Power grid:
Drawn at 4 px/µm. Pins as bars on the die edge.
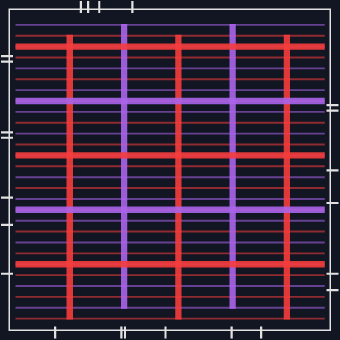
Where the registers sit:
Drawn at 4 px/µm.
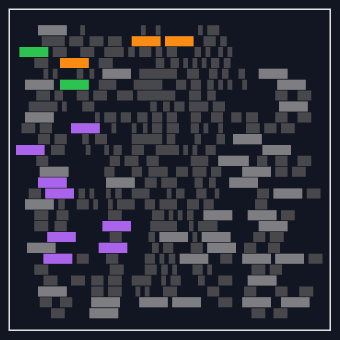
Clock routing:
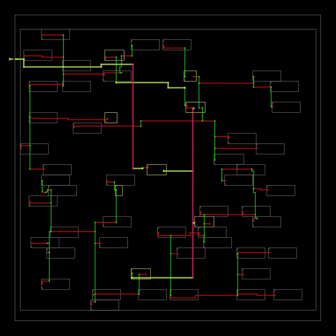
The metal 2 layer:
Drawn at 4 px/µm.
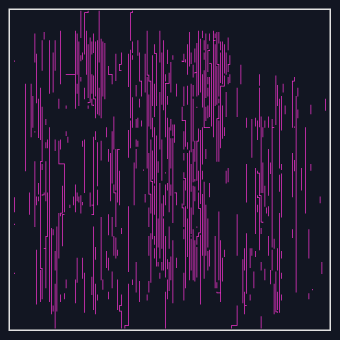
==> src/rtl/bicycle_light_decoder_if.sv <==
// Connects the rear_light monitor to its waveform source (master) and to the status consumers.
interface bicycle_light_decoder_if #(
  parameter int CNT_W = 8
);
  logic             beat;
  logic             rear_light;
  logic [1:0]       mode;
  logic [CNT_W-1:0] high_len;
  logic [CNT_W-1:0] low_len;
  logic             mode_change;

  modport master (
    output beat, rear_light,
    input  mode, high_len, low_len, mode_change
  );

  modport slave (
    input  beat, rear_light,
    output mode, high_len, low_len, mode_change
  );
endinterface

==> src/rtl/bicycle_light_decoder.sv <==
// Recovers OFF/ON/BLINK and blink segment lengths (in beats) from the rear_light waveform.
// All outputs registered: an edge in cycle N is reflected in N+1; a timeout the cycle after its beat.
module bicycle_light_decoder #(
  parameter int CNT_W   = 8,
  parameter int TIMEOUT = 48
) (
  input  logic                    clk,
  input  logic                    reset,
  bicycle_light_decoder_if.slave  bus
);

  typedef enum logic [2:0] {
    S_UNK,
    S_STATIC,
    S_ACQ1,
    S_ACQ2,
    S_BLINK
  } state_e;

  localparam logic [1:0]       M_UNK   = 2'b00;
  localparam logic [1:0]       M_OFF   = 2'b01;
  localparam logic [1:0]       M_ON    = 2'b10;
  localparam logic [1:0]       M_BLINK = 2'b11;
  localparam logic [CNT_W-1:0] TO_VAL  = CNT_W'(TIMEOUT);
  localparam logic [CNT_W-1:0] ONE     = CNT_W'(1);

  logic             light_q;
  logic [CNT_W-1:0] seg_cnt_q, seg_cnt_d;
  state_e           state_q, state_d;
  logic [1:0]       mode_q, mode_d;
  logic [CNT_W-1:0] high_len_q, high_len_d;
  logic [CNT_W-1:0] low_len_q, low_len_d;
  logic [CNT_W-1:0] hold_hi_q, hold_hi_d;
  logic [CNT_W-1:0] hold_lo_q, hold_lo_d;
  logic             mode_change_q, mode_change_d;

  logic edge_s;
  logic rising;
  logic seg_nz;
  logic timeout;

  always_comb begin
    edge_s  = bus.rear_light != light_q;
    rising  = edge_s & bus.rear_light;
    seg_nz  = seg_cnt_q != '0;

    seg_cnt_d = seg_cnt_q;
    if (edge_s) begin
      seg_cnt_d = '0;
    end else if (bus.beat && seg_cnt_q != TO_VAL) begin
      seg_cnt_d = seg_cnt_q + ONE;
    end

    // An edge always wins over a coincident timeout
    timeout = !edge_s && (seg_cnt_d == TO_VAL);

    state_d    = state_q;
    mode_d     = mode_q;
    high_len_d = high_len_q;
    low_len_d  = low_len_q;
    hold_hi_d  = hold_hi_q;
    hold_lo_d  = hold_lo_q;

    if (edge_s) begin
      case (state_q)
        S_UNK, S_STATIC: begin
          state_d   = S_ACQ1;
          hold_hi_d = '0;
          hold_lo_d = '0;
        end
        S_ACQ1: begin
          if (seg_nz) begin
            state_d = S_ACQ2;
            if (rising) hold_lo_d = seg_cnt_q;
            else        hold_hi_d = seg_cnt_q;
          end
        end
        S_ACQ2: begin
          if (seg_nz) begin
            state_d = S_BLINK;
            mode_d  = M_BLINK;
            if (rising) begin
              low_len_d  = seg_cnt_q;
              high_len_d = hold_hi_q;
            end else begin
              high_len_d = seg_cnt_q;
              low_len_d  = hold_lo_q;
            end
          end else begin
            state_d   = S_ACQ1;
            hold_hi_d = '0;
            hold_lo_d = '0;
          end
        end
        S_BLINK: begin
          if (seg_nz) begin
            if (rising) low_len_d  = seg_cnt_q;
            else        high_len_d = seg_cnt_q;
          end else begin
            state_d   = S_ACQ1;
            hold_hi_d = '0;
            hold_lo_d = '0;
          end
        end
        default: state_d = S_UNK;
      endcase
    end else if (timeout) begin
      state_d    = S_STATIC;
      mode_d     = light_q ? M_ON : M_OFF;
      high_len_d = '0;
      low_len_d  = '0;
    end

    mode_change_d = mode_d != mode_q;
  end

  always_ff @(posedge clk) begin
    // Tracking the input through reset avoids a false edge on release
    light_q <= bus.rear_light;
    if (reset) begin
      seg_cnt_q     <= '0;
      state_q       <= S_UNK;
      mode_q        <= M_UNK;
      high_len_q    <= '0;
      low_len_q     <= '0;
      hold_hi_q     <= '0;
      hold_lo_q     <= '0;
      mode_change_q <= 1'b0;
    end else begin
      seg_cnt_q     <= seg_cnt_d;
      state_q       <= state_d;
      mode_q        <= mode_d;
      high_len_q    <= high_len_d;
      low_len_q     <= low_len_d;
      hold_hi_q     <= hold_hi_d;
      hold_lo_q     <= hold_lo_d;
      mode_change_q <= mode_change_d;
    end
  end

  assign bus.mode        = mode_q;
  assign bus.high_len    = high_len_q;
  assign bus.low_len     = low_len_q;
  assign bus.mode_change = mode_change_q;

endmodule
==> src/flat_wrapper.sv <==
// flat-port wrapper written by rule: the top's interface ports become plain ports
module bicycle_light_decoder_flat 
#(
  parameter int CNT_W   = 8,
  parameter int TIMEOUT = 48
)
  (clk, reset, bus_beat, bus_rear_light, bus_mode, bus_high_len, bus_low_len, bus_mode_change);
  bicycle_light_decoder_if #(.CNT_W(CNT_W)) bus_i ();
  input  logic clk;
  input  logic reset;
  input wire logic [$bits(bus_i.beat)-1:0] bus_beat;
  input wire logic [$bits(bus_i.rear_light)-1:0] bus_rear_light;
  output wire logic [$bits(bus_i.mode)-1:0] bus_mode;
  output wire logic [$bits(bus_i.high_len)-1:0] bus_high_len;
  output wire logic [$bits(bus_i.low_len)-1:0] bus_low_len;
  output wire logic [$bits(bus_i.mode_change)-1:0] bus_mode_change;
  assign bus_i.beat = bus_beat;
  assign bus_i.rear_light = bus_rear_light;
  assign bus_mode = bus_i.mode;
  assign bus_high_len = bus_i.high_len;
  assign bus_low_len = bus_i.low_len;
  assign bus_mode_change = bus_i.mode_change;
  bicycle_light_decoder #(.CNT_W(CNT_W), .TIMEOUT(TIMEOUT)) u_core (.clk(clk), .reset(reset), .bus(bus_i));
endmodule
==> config.mk <==
export PLATFORM = sky130hd
export DESIGN_NAME = bicycle_light_decoder_flat
export DESIGN_NICKNAME = d
export VERILOG_FILES = /design/src/rtl/bicycle_light_decoder_if.sv /design/src/rtl/bicycle_light_decoder.sv /design/src/flat_wrapper.sv
export SDC_FILE = /design/constraint.sdc
export NUM_CORES = 1
export LEC_CHECK = 0
export ABC_CLOCK_PERIOD_IN_PS = 2500
export CAP_MARGIN = 20
export CELL_PAD_IN_SITES_DETAIL_PLACEMENT = 1
export CELL_PAD_IN_SITES_GLOBAL_PLACEMENT = 2
export CORE_UTILIZATION = 36
export CTS_CLUSTER_SIZE = 30
export DETAILED_ROUTE_END_ITERATION = 8
export PLACE_DENSITY_LB_ADDON = 0.1
export SYNTH_ARGS = -nofsm -noshare
export SYNTH_HDL_FRONTEND = slang
export SYNTH_SLANG_ARGS = --single-unit
==> constraint.sdc <==
create_clock -name clk -period 2.5 [get_ports clk]
set_input_delay 0.25 -clock clk [delete_from_list [all_inputs] [get_ports clk]]
set_output_delay 0.25 -clock clk [all_outputs]
set_load 0.05 [all_outputs]
==> notes.md <==
run results: outcome completed, Hold Buf Count CTS 0, sequential fraction of the synthesis area 43.1%, Vias/cell 5.64, tool warnings 27, Final Total Pwr 1.40 mW, Slew Viols, Final 0, chip area 6380 µm², Main power group registers, area grow syn2layout 25.0%, Starting Density 38.5%, most frequent logic cells in the routed design dfxtp_1 (46), clkdlybuf4s50_1 (22), buf_4 (20), buffer count from post-CTS setup fixing 0, FF-to-FF Start u_core.seg_cnt_q[0], sequential power 761 µW, CP Launch Point u_core.seg_cnt_q[0], initial antenna violation count 0, placed cell areas 2630 µm², CTS root buf clkbuf_8, post-route minimum period 2350 ps, IO Pins 23, Synth Warn # 0, Reg power frac 54.4%, syn nets 225, R2R Path End u_core.hold_lo_q[2], synth cell count leaders dfxtp_1 (47), nand2_1 (19), a22o_1 (16), nor2_1 (16), o2bb2ai_1 (16), number of enable flip-flop cells 0, FFs w/ async S/R, synth 0%, adder share 1.72%, setup TNS 0 ps, Mux area share 6.42%, Layout Nets 266, Hold Startpoint bus_rear_light, Yosys reg bits 47, R2R depth 9, DR WL/cell 18.4 µm, net switching share of the total power 27.8%, count leader, synth dfxtp_1, RSZ-0062 raised after global routing no, uppermost routed layer met4, pre-CTS setup slack 62.6 ps, GRT Util Overall 20.9%, First DRT Iteration DRCs 130, CTS max path bufs 2, YS chip area 2180 µm², Avg Cell Area, Syn 10.0 µm², GPL Wtd Cong 0.813, Crit path required time 2710 ps, area share, top type 43.1%, Remaining DRCs 0, yosys aoi share 29.6%, R2R Setup Slk 150 ps, # fillers 649, total length of routed wires 6120 µm, XOR/XNOR share of the synthesized area 1.60%, area leader, netlist dfxtp_1, Pwr Density 512 nW/µm²
Notes on 'power grid' above:
net	colour
VDD	purple
VSS	red
met1 rails	28
met4 straps	5
signal pins	23
met5 straps	5
Die H: 79.9 µm
core area: 5680 µm²
Peak VDD IR: 0.000252 V
Die Wd: 79.9 µm

Notes on 'where the registers sit' above:
netlist name	colour	flops
`u_core.hold_lo_q`	purple	8
`u_core.state_q`	orange	3
`u_core.bus.mode`	green	2
not coloured	34
Flop area: 942 µm²
flop share of the area: 34.5%
Final Util: 48.1%

Notes on 'clock routing' above:
final clock skew: 8.96 ps
number of clock buffers inserted by TritonCTS: 5
CTS Sinks: 47
clock buffers: 5
Clock net power: 496 µW

Notes on 'the metal 2 layer' above:
share of all routed wire	49%
wire length on this layer	3,010 µm
longest straight run	49.0 µm

layout make-up:
class	instances	area (µm²)	area share, %
Timing Repair Buffer	44	410	15.0
Clock inverter	3	22.5	0.825
Inverter	8	30.0	1.10
Multi-Input combinational cell	153	1170	42.7
Clock buffer	5	68.8	2.52
Tap cell	72	90.1	3.30
Sequential cell	47	942	34.5
repair_timing:
item,CTS,global route
setup endpoints to repair,0,32
resized,0,2
hold endpoints to repair,0,0
metal layers:
layer  global-route usage [%]  up-vias
met5                        0        -
met4                     7.50        0
met3                     4.00        6
met2                     36.1       27
met1                     25.8      936
li1                         -      904
worst max-delay path, stage by stage, from the launching register on:
cell	delay, ps
dfxtp_2	370
inv_1	120
ha_1	160
nor3b_4	280
a41o_2	290
a21oi_2	70
o41ai_2	430
buf_4	180
a21oi_2	120
a22o_1	220
No activity file was given, so power comes from the tool's default toggle rates.
